<file path="config.mk">
export PLATFORM = sky130hd
export DESIGN_NAME = wptr_full_lvl_flat
export DESIGN_NICKNAME = d
export VERILOG_FILES = /design/src/rtl/fifo_pkg.sv /design/src/rtl/wptr_full_lvl_if.sv /design/src/rtl/wptr_full_lvl_gray2bin_conv.sv /design/src/rtl/wptr_full_lvl.sv /design/src/flat_wrapper.sv
export SDC_FILE = /design/constraint.sdc
export NUM_CORES = 1
export LEC_CHECK = 0
export ABC_AREA = 1
export CAP_MARGIN = 20
export CORE_MARGIN = 3
export CORE_UTILIZATION = 41
export DETAILED_ROUTE_END_ITERATION = 8
export GPL_ROUTABILITY_DRIVEN = 0
export GPL_TIMING_DRIVEN = 0
export HOLD_SLACK_MARGIN = 0.03
export PLACE_DENSITY_LB_ADDON = 0.05
export REMOVE_ABC_BUFFERS = 1
export SYNTH_ARGS = -nofsm -noshare
export SYNTH_HDL_FRONTEND = slang
export SYNTH_SLANG_ARGS = --single-unit
</file>
<file path="constraint.sdc">
create_clock -name wclk -period 3.2 [get_ports wclk]
set_clock_uncertainty 0.15 [all_clocks]
set_input_delay 0.96 -clock wclk [delete_from_list [all_inputs] [get_ports wclk]]
set_output_delay 0.96 -clock wclk [all_outputs]
set_load 0.01 [all_outputs]
</file>
<file path="src/rtl/fifo_pkg.sv">
// Shared FIFO types and Gray/binary helpers for the write/read pointer controllers.
package fifo_pkg;

    localparam int ADDRSIZE_DEF = 4;
    localparam int PTRSIZE_DEF  = ADDRSIZE_DEF + 1;

    typedef logic [PTRSIZE_DEF-1:0]  ptr_t;
    typedef logic [ADDRSIZE_DEF-1:0] addr_t;

    function automatic ptr_t bin2gray(input ptr_t b);
        return {1'b0, b[PTRSIZE_DEF-1:1]} ^ b;
    endfunction

    // Each binary bit is the XOR of all Gray bits at or above it.
    function automatic ptr_t gray2bin(input ptr_t g);
        ptr_t b;
        b = {PTRSIZE_DEF{1'b0}};
        for (int i = 0; i < PTRSIZE_DEF; i++) begin
            b[i] = ^(g >> i);
        end
        return b;
    endfunction

endpackage

</file>
<file path="src/rtl/wptr_full_lvl_if.sv">
// Write-side bundle between the write client / read-pointer synchroniser and wptr_full_lvl.
interface wptr_full_lvl_if #(
    parameter int ADDRSIZE = fifo_pkg::ADDRSIZE_DEF
);
    logic                winc;
    logic [ADDRSIZE:0]   wq2_rptr;
    logic [ADDRSIZE:0]   afull_thresh;
    logic                wovf_clr;
    logic [ADDRSIZE-1:0] waddr;
    logic [ADDRSIZE:0]   wptr;
    logic                wfull;
    logic                walmost_full;
    logic [ADDRSIZE:0]   wlevel;
    logic                woverflow;

    modport master (
        output winc, wq2_rptr, afull_thresh, wovf_clr,
        input  waddr, wptr, wfull, walmost_full, wlevel, woverflow
    );

    modport slave (
        input  winc, wq2_rptr, afull_thresh, wovf_clr,
        output waddr, wptr, wfull, walmost_full, wlevel, woverflow
    );
endinterface

</file>
<file path="src/rtl/wptr_full_lvl_gray2bin_conv.sv">
// Parametrised combinational Gray-to-binary converter (XOR prefix from the MSB down).
module gray2bin_conv #(
    parameter int W = 5
) (
    input  logic [W-1:0] gray,
    output logic [W-1:0] bin
);

    for (genvar i = 0; i < W; i++) begin : g_bit
        assign bin[i] = ^gray[W-1:i];
    end

endmodule

</file>
<file path="src/rtl/wptr_full_lvl.sv">
// Write-domain pointer controller: binary/Gray write pointer, full, almost-full,
// conservative fill level and sticky overflow, all registered from next-state values.
module wptr_full_lvl
    import fifo_pkg::*;
#(
    parameter int ADDRSIZE = ADDRSIZE_DEF,
    parameter bit RESET_AF = 1'b0
) (
    input  logic           wclk,
    input  logic           wrst,
    wptr_full_lvl_if.slave wif
);

    localparam int              PW    = ADDRSIZE + 1;
    localparam logic [PW-1:0]   DEPTH = {1'b1, {ADDRSIZE{1'b0}}};

    logic [PW-1:0] wbin_r;
    logic [PW-1:0] wptr_r;
    logic [PW-1:0] wlevel_r;
    logic          wfull_r;
    logic          walmost_full_r;
    logic          woverflow_r;

    logic          wpush_s;
    logic [PW-1:0] wbinnext_s;
    logic [PW-1:0] wgraynext_s;
    logic [PW-1:0] rbin_s;
    logic [PW-1:0] lvl_next_s;
    logic          full_next_s;
    logic          afull_next_s;
    logic          ovf_next_s;

    gray2bin_conv #(.W(PW)) u_rptr_conv (
        .gray (wif.wq2_rptr),
        .bin  (rbin_s)
    );

    // Next-state pointer, level and flag computation.
    always_comb begin
        wpush_s      = wif.winc & ~wfull_r;
        wbinnext_s   = wbin_r + {{ADDRSIZE{1'b0}}, wpush_s};
        wgraynext_s  = {1'b0, wbinnext_s[PW-1:1]} ^ wbinnext_s;
        // Lagging read pointer makes this an upper bound on true occupancy.
        lvl_next_s   = wbinnext_s - rbin_s;
        full_next_s  = (lvl_next_s == DEPTH);
        afull_next_s = (lvl_next_s >= wif.afull_thresh);
        if (wif.winc && wfull_r) begin
            ovf_next_s = 1'b1;
        end else if (wif.wovf_clr) begin
            ovf_next_s = 1'b0;
        end else begin
            ovf_next_s = woverflow_r;
        end
    end

    // State registers with synchronous active-high reset.
    always_ff @(posedge wclk) begin
        if (wrst) begin
            wbin_r         <= {PW{1'b0}};
            wptr_r         <= {PW{1'b0}};
            wlevel_r       <= {PW{1'b0}};
            wfull_r        <= 1'b0;
            walmost_full_r <= RESET_AF;
            woverflow_r    <= 1'b0;
        end else begin
            wbin_r         <= wbinnext_s;
            wptr_r         <= wgraynext_s;
            wlevel_r       <= lvl_next_s;
            wfull_r        <= full_next_s;
            walmost_full_r <= afull_next_s;
            woverflow_r    <= ovf_next_s;
        end
    end

    assign wif.waddr        = wbin_r[ADDRSIZE-1:0];
    assign wif.wptr         = wptr_r;
    assign wif.wlevel       = wlevel_r;
    assign wif.wfull        = wfull_r;
    assign wif.walmost_full = walmost_full_r;
    assign wif.woverflow    = woverflow_r;

endmodule

</file>
<file path="src/flat_wrapper.sv">
// flat-port wrapper written by rule: the top's interface ports become plain ports
module wptr_full_lvl_flat import fifo_pkg::*;
#(
    parameter int ADDRSIZE = ADDRSIZE_DEF,
    parameter bit RESET_AF = 1'b0
)
  (wclk, wrst, wif_winc, wif_wq2_rptr, wif_afull_thresh, wif_wovf_clr, wif_waddr, wif_wptr, wif_wfull, wif_walmost_full, wif_wlevel, wif_woverflow);
  wptr_full_lvl_if #(.ADDRSIZE(ADDRSIZE)) wif_i ();
  input  logic wclk;
  input  logic wrst;
  input wire logic [$bits(wif_i.winc)-1:0] wif_winc;
  input wire logic [$bits(wif_i.wq2_rptr)-1:0] wif_wq2_rptr;
  input wire logic [$bits(wif_i.afull_thresh)-1:0] wif_afull_thresh;
  input wire logic [$bits(wif_i.wovf_clr)-1:0] wif_wovf_clr;
  output wire logic [$bits(wif_i.waddr)-1:0] wif_waddr;
  output wire logic [$bits(wif_i.wptr)-1:0] wif_wptr;
  output wire logic [$bits(wif_i.wfull)-1:0] wif_wfull;
  output wire logic [$bits(wif_i.walmost_full)-1:0] wif_walmost_full;
  output wire logic [$bits(wif_i.wlevel)-1:0] wif_wlevel;
  output wire logic [$bits(wif_i.woverflow)-1:0] wif_woverflow;
  assign wif_i.winc = wif_winc;
  assign wif_i.wq2_rptr = wif_wq2_rptr;
  assign wif_i.afull_thresh = wif_afull_thresh;
  assign wif_i.wovf_clr = wif_wovf_clr;
  assign wif_waddr = wif_i.waddr;
  assign wif_wptr = wif_i.wptr;
  assign wif_wfull = wif_i.wfull;
  assign wif_walmost_full = wif_i.walmost_full;
  assign wif_wlevel = wif_i.wlevel;
  assign wif_woverflow = wif_i.woverflow;
  wptr_full_lvl #(.ADDRSIZE(ADDRSIZE), .RESET_AF(RESET_AF)) u_core (.wclk(wclk), .wrst(wrst), .wif(wif_i));
endmodule
</file>
==> flow_metrics.tcl, run 1 <==
# place-and-route summary
set metrics [dict create \
    overflow 0 \
    numClockSinks 17 \
    async_reset_ff_frac 0 \
    slew_viol_final 0 \
    path_delay_family "adder cells" \
    htreeDepth 1 \
    synth_cells 135 \
    drtIter0Drc 19 \
    design.core.area_mm2 0.00225 \
    dp_slack_ps -991 \
    finalHoldViolations 0 \
    grt_pass1_wl_mm 4.40 \
    synth_warnings 0 \
    via_per_inst 5.00 \
    fillers 155 \
    antenna_found_initial 0 \
    fin_tns_setup_ps -96.8 \
    n_antenna_cell 0 \
    edf_count 0 \
    synth_cell_types 19 \
    yosysCellCount 135 \
    irDropWorstVdd_mv 0.345 \
    design_area_mm2 0.00176 \
    root_buffer "clkbuf_4" \
    max-slew-margin-rel 0.712 \
    placed_cell_area_mm2 0.00133 \
    cp_slowest_cell "fa_2" \
    row_count 17 \
    post-synth-top-count-cell "nand2_1" \
    synth_flops 17 \
    leakagePower_nw 0.834 \
    first_global_vias 1065 \
    crit_path_end_kind "register" \
    final_cells 217 \
    die_width_um 55.3 \
    worstHoldPathType "register to register" \
    io_buffers 30 \
    clk_path_buf_depth 2 \
    grt_start_max_net_pins 13 \
    worst_slack_ps -96.8 \
    fmax_mhz 303 \
    wl_per_cell_um 13.4 \
    tool_warnings 26 \
    dp_hpwl_mm 1.65 \
    wl_mm 2.90 \
    crit_chain "dlygate4sd2_1 > xor2_2 > xor2_1 > ha_2 > fa_2 > o21ai_2 > nand3_2 > nand2_2 > inv_2 > ha_4 > a21oi_2 > o21ai_1 > nor3_1 > nor2_1" \
    common_cells "nand2_1 (28), inv_1 (27), dfxtp_1 (17)" \
    arrival_ps 3330 \
    rsz0062_at_grt "yes" \
    status "finished, violations left" \
    dp_cells 192 \
    pin_count 31 \
    synth-main-ff-cell "dfxtp_1" \
    startpoint_type "input port" \
    tightest_slew_ps 430 \
    final_antenna_net_count 0 \
    remaining_drc_errors 0 \
    max_stage_delay_ps 400 \
    yosys_area_um2 995 \
    worst-path-max-fanout 3 \
    finalCritPeriodShare 1.03 \
    register_area_um2 340 \
    clkTransAtPathRegs_ps 110 \
    path_buffers 2 \
    fp_util 0.441 \
    die_y_um 55.3 \
    critical_path_class "input port to register" \
    route.vias.total 1085 \
    cts_tree "yes" \
    yosysTopAreaCellShare 0.342 \
    top_area_cell "dfxtp_1" \
    synth_seq_share 0.342 \
    syn_avg_cell_area_um2 7.37 \
    required_ps 3240 \
    mi_logic_area_um2 772 \
    first_pass_iters 7 \
    die_area_mm2 0.00305 \
    failed_checks "negative setup slack" \
    setup_viol 1 \
    gr-usage-all-layers 0.177 \
    synthesis.area_um2 995 \
    ys_top_cells_by_area "dfxtp_1 (34%), ha_1 (13%), nand2_1 (11%), inv_1 (10%), nor2_1 (5.7%)" \
    drive_gt1_frac 0.354 \
    period_needed_ps 3300 \
    fin_nets 215 \
    cts_buffers 3 \
    power_per_cell_area_mw_per_mm2 457 \
    cap_viol_max_count 0 \
    areaGrowthSynthToFinish_pct 76.6 \
]
## run 1: metrics by stage
step                utilization  hold WS (ps)  power, W
CTS                       0.730           325  0.000749
floorplan                     -           327  0.000421
global placement          0.588           298  0.000520
global route              0.779           348  0.000860
finish                    0.779           320  0.000803
detailed placement        0.588           309  0.000532
## run 1: registers in the layout, indices dropped and copies added, names as in the netlist
signal,flops
u_core.wif.wlevel,5
u_core.wif.walmost_full,1
u_core.wbin_r,4
u_core.wif.woverflow,1
u_core.wif.wptr,5
u_core.wif.wfull,1
## run 1: per-layer routing
layer	routed length, µm	global-route usage
met4	101	0.0451
met5	0	0
met3	177	0.0584
met1	1030	0.172
met2	1590	0.350
## run 1: worst paths after layout
kind / from / to / slack, ps / depth (start not counted)
worst max-delay path: wif_wq2_rptr[2] / u_core.wif.walmost_full / -100 / 14
worst min-delay path: u_core.wif.woverflow / u_core.wif.woverflow / 320 / 2
worst max register to register: u_core.wbin_r[1] / u_core.wif.walmost_full / 450 / 13
worst min register to register: u_core.wif.woverflow / u_core.wif.woverflow / 320 / 2
## run 1: cell usage in the layout, fill, tap and decap left out, types with 2 or more instances in the layout
master,count
nand2_2,6
buf_6,4
a21oi_1,4
nand4_1,3
nand2_1,21
xor2_2,3
or2_2,2
nor2_1,12
buf_4,18
dlygate4sd2_1,2
inv_2,4
o21ai_0,3
clkbuf_4,3
nand3_1,3
xor2_4,2
clkdlybuf4s50_1,24
ha_1,4
ha_4,5
nand3_2,3
o21ai_2,2
nor2_4,3
inv_1,24
dfxtp_1,17
## run 1: worst min-delay path, delay by kind of cell (launching register included)
kind	cells	cell delay, ps
AND/OR/NAND/NOR	1	60
AND-OR/OR-AND	1	50
flip-flops	1	330
## run 1: logic make-up after synthesis
family,after synthesis,synth area share
and+or+nand+nor,57,0.240
buffers and inverters,29,0.109
DFF,17,0.342
AOI/OAI and AO/OA,12,0.0604
adders and majority gates,11,0.146
xor gates and xnor gates,9,0.102
## run 1: where the power goes
group          switching, W  internal [W]
registers         0.0000111      0.000238
logic              0.000208      0.000225
clock network     0.0000727     0.0000476
## run 1: cell type report
| cell class | count | area share |
|---|---|---|
| clock buffers | 3 | 0.0128 |
| flip-flops and latches | 17 | 0.194 |
| clock inverters | 1 | 0.00427 |
| inverters | 28 | 0.0598 |
| well taps | 28 | 0.0199 |
| repair buffers | 51 | 0.270 |
| multi-input cells | 89 | 0.439 |
## run 1: timing repair
action	4_1_cts	5_1_grt
resized	45	23
hold endpoints to repair	0	0
pin swaps	22	14
setup endpoints to repair	2	3
hold buffers	0	0
cloned	0	0
setup buffers	20	3
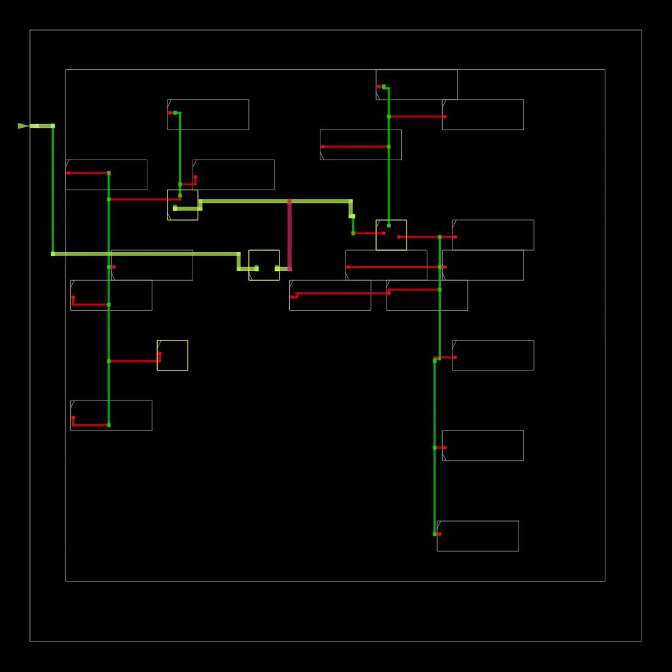
run_1/final_clocks.png
seq_cells: 17
Latency at later pin: 300 ps

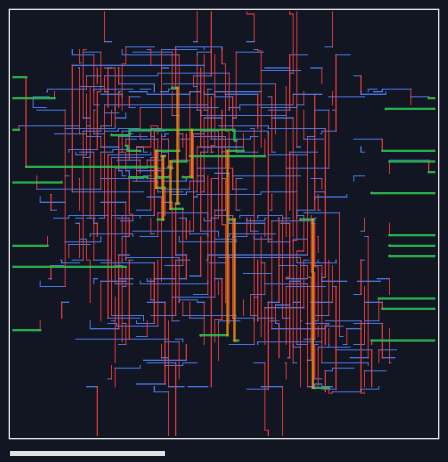
run_1/metal_stack.png
Bar = 20 µm.
layer	color	wire length
met1	blue	1030 µm
met3	green	177 µm
met4	orange	101 µm
met2	red	1590 µm

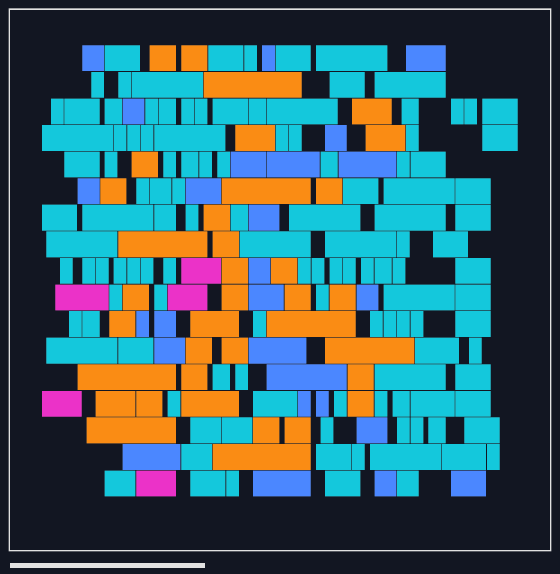
run_1/drive_strength.png
Bar = 20 µm.
size	color	cells	share
drive 2	blue	26	14%
drive 1 or less	cyan	122	65%
drive 3 to 4	orange	36	19%
drive 6 and up	magenta	5	2.6%

run_1/port_nets.png
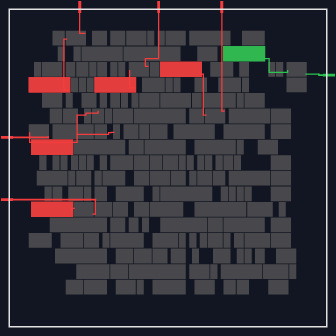

--- run 2 (diff from run 1) ---
--- a/config.mk
+++ b/config.mk
@@ -7,10 +7,10 @@
 export LEC_CHECK = 0
 export ABC_AREA = 1
 export CAP_MARGIN = 20
+export CORE_ASPECT_RATIO = 1.2
 export CORE_MARGIN = 3
 export CORE_UTILIZATION = 41
 export DETAILED_ROUTE_END_ITERATION = 8
-export GPL_ROUTABILITY_DRIVEN = 0
 export GPL_TIMING_DRIVEN = 0
 export HOLD_SLACK_MARGIN = 0.03
 export PLACE_DENSITY_LB_ADDON = 0.05
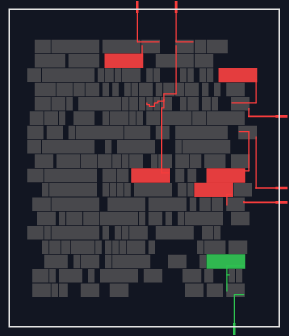
run_2/port_nets.png
port	color	direction	end cells	buffers	wire
`wif_wptr`	red	output	5	5	103 µm
`wif_woverflow`	green	output	1	1	15.9 µm

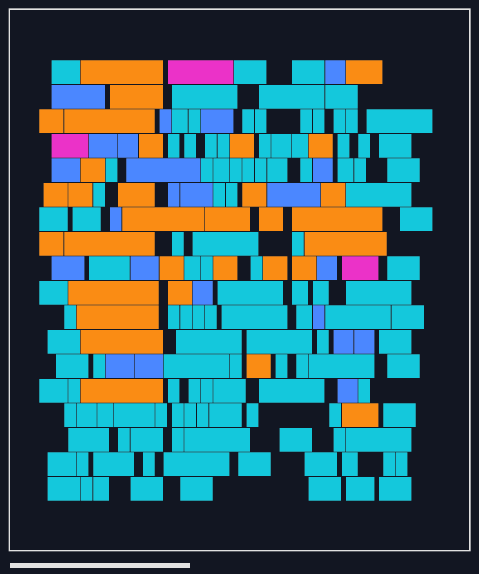
run_2/drive_strength.png
Bar = 20 µm.
size	color	cells	share
drive 2	blue	23	13%
drive 3 to 4	orange	32	18%
drive 6 and up	magenta	3	1.6%
drive 1 or less	cyan	124	68%

==> flow_metrics.tcl, run 2 <==
# place-and-route summary
set metrics [dict create \
    first_pass_iters 4 \
    p_comb_frac 0.541 \
    grt_pass1_wl_mm 4.61 \
    p_seq_frac 0.311 \
    worstHoldPathType "register to register" \
    clk_path_buf_depth 2 \
    yosys_area_um2 995 \
    numClockSinks 17 \
    fillers 165 \
    switching_share 0.367 \
    first_global_vias 1054 \
    path_buffers 4 \
    drtIter0Drc 23 \
    die_y_um 60.0 \
    root_buffer "clkbuf_4" \
    layout.cells.most_common_list "inv_1 (24), clkdlybuf4s50_1 (24), nand2_1 (22)" \
    irDropWorstVdd_mv 0.371 \
    register_area_um2 340 \
    critical_path_class "input port to register" \
    post-synth-top-count-cell "nand2_1" \
    worst_slack_ps -204 \
    dp_slack_ps -1090 \
    top_layer "met4" \
    whs_ps 321 \
    required_ps 3280 \
    edf_count 0 \
    gr-usage-all-layers 0.202 \
    p_switching_w 0.000295 \
    failed_checks "negative setup slack" \
    async_reset_ff_frac 0 \
    via_per_inst 4.84 \
    overflow 0 \
    final_antenna_net_count 0 \
    drive_gt1_frac 0.319 \
    max_stage_delay_ps 320 \
    p_int_w 0.000509 \
    wl_per_cell_um 13.6 \
    fin_nets 208 \
    finalHoldViolations 0 \
    io_buffers 30 \
    m1WireLength_mm 1.02 \
    wl_met2_mm 1.69 \
    top_area_cell "dfxtp_1" \
    setup_viol 1 \
    wl_met3_um 107 \
    mi_logic_area_um2 781 \
    synth_seq_share 0.342 \
    ys_top_cells_by_area "dfxtp_1 (34%), ha_1 (13%), nand2_1 (11%), inv_1 (10%), nor2_1 (5.7%)" \
    p_clk_frac 0.148 \
    pin_count 31 \
    arrival_ps 3490 \
    status "finished, violations left" \
    fmax_mhz 294 \
    period_needed_ps 3400 \
    common_cells "nand2_1 (28), inv_1 (27), dfxtp_1 (17)" \
    htreeDepth 1 \
    design.core.area_mm2 0.00218 \
    crit_chain "dlygate4sd2_1 > inv_1 > nor2_2 > nand2_4 > inv_2 > ha_4 > xor2_4 > ha_4 > nand2_1 > o21ai_2 > xor2_1 > inv_1 > ha_4 > nand2_1 > nor3_2 > nor3_1 > nor2_1" \
    synth-main-ff-cell "dfxtp_1" \
    grt_start_max_net_pins 13 \
    yosysTopAreaCellShare 0.342 \
    cap_viol_max_count 0 \
    cp_slowest_cell "ha_4" \
    cts_buffers 3 \
    areaGrowthSynthToFinish_pct 71.8 \
    cts_tree "yes" \
    leakagePower_nw 0.802 \
    rsz0062_at_grt "yes" \
    row_count 18 \
    synth_cells 135 \
    tool_warnings 27 \
]
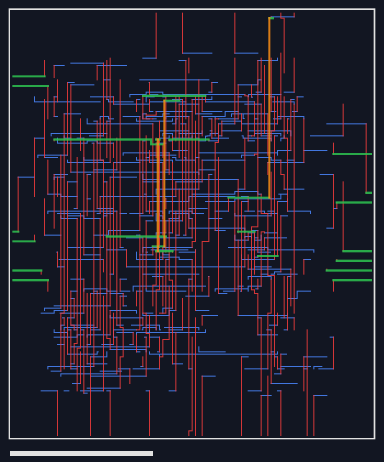
run_2/metal_stack.png
Bar = 20 µm.
layer	color	wire length
met3	green	108 µm
met1	blue	1020 µm
met4	orange	61.2 µm
met2	red	1690 µm

run 2: cell count changes in the layout (fill, tap and decap cells not counted), sizes merged:
cell / before / now
buf: 23 / 16
clkdlybuf4s15: 2 / 0
dlygate4sd2: 2 / 4
run 2: per-layer routing:
metal | vias up | track usage
li1 | 504 | -
met1 | 485 | 0.221
met2 | 32 | 0.378
met3 | 6 | 0.0200
met4 | 0 | 0.112
met5 | - | 0
run 2: per-stage QoR:
stage | area, µm² | cells | util
floorplan | 991 | 134 | -
global placement | 1330 | 194 | 0.608
detailed placement | 1330 | 194 | 0.608
CTS | 1600 | 208 | 0.733
global route | 1710 | 212 | 0.782
finish | 1710 | 212 | 0.782
run 2: worst paths after layout:
path                                      startpoint                 endpoint  slack (ps)  cells past startpoint
worst min-delay path            u_core.wif.woverflow     u_core.wif.woverflow         320                      2
worst max-delay path                        wif_winc  u_core.wif.walmost_full        -200                     17
worst max register to register      u_core.wif.wfull  u_core.wif.walmost_full         360                     15
worst min register to register  u_core.wif.woverflow     u_core.wif.woverflow         320                      2
run 2: timing repair:
action / CTS / global route
pin swaps: 20 / 11
gates resized: 48 / 15
setup endpoints to repair: 3 / 1
setup buffers: 10 / 4
run 2: area by class of cell:
| type | count | area share |
|---|---|---|
| well taps | 30 | 0.0220 |
| clock buffers | 3 | 0.0132 |
| flip-flops and latches | 17 | 0.199 |
| repair buffers | 44 | 0.243 |
| inverters | 28 | 0.0615 |
| multi-input cells | 89 | 0.457 |
| clock inverters | 1 | 0.00439 |
run 2: kinds of logic (layout without fill, tap and decap cells):
| logic type | after synthesis | after routing | synth area share |
|---|---|---|---|
| simple gates | 57 | 57 | 0.240 |
| buf+inv | 29 | 76 | 0.109 |
| fa+ha+maj | 11 | 11 | 0.146 |
| xor+xnor | 9 | 9 | 0.102 |
| compound gates | 12 | 12 | 0.0604 |
| flops | 17 | 17 | 0.342 |
run 2: power by group through the flow:
stage | Clock (W) | Sequential (W) | Combinational (W)
global route | 0.000135 | 0.000253 | 0.000471
floorplan | 0 | 0.000266 | 0.000155
detailed placement | 0 | 0.000254 | 0.000282
CTS | 0.000121 | 0.000250 | 0.000378
finish | 0.000119 | 0.000250 | 0.000435
global placement | 0 | 0.000252 | 0.000271
run 2: tightest hold or removal path, stage by stage (launching register included):
cell and delay [ps]:
dfxtp_1 330, nand2_1 60, a21oi_1 50
Power is estimated from default activity; no workload was simulated.
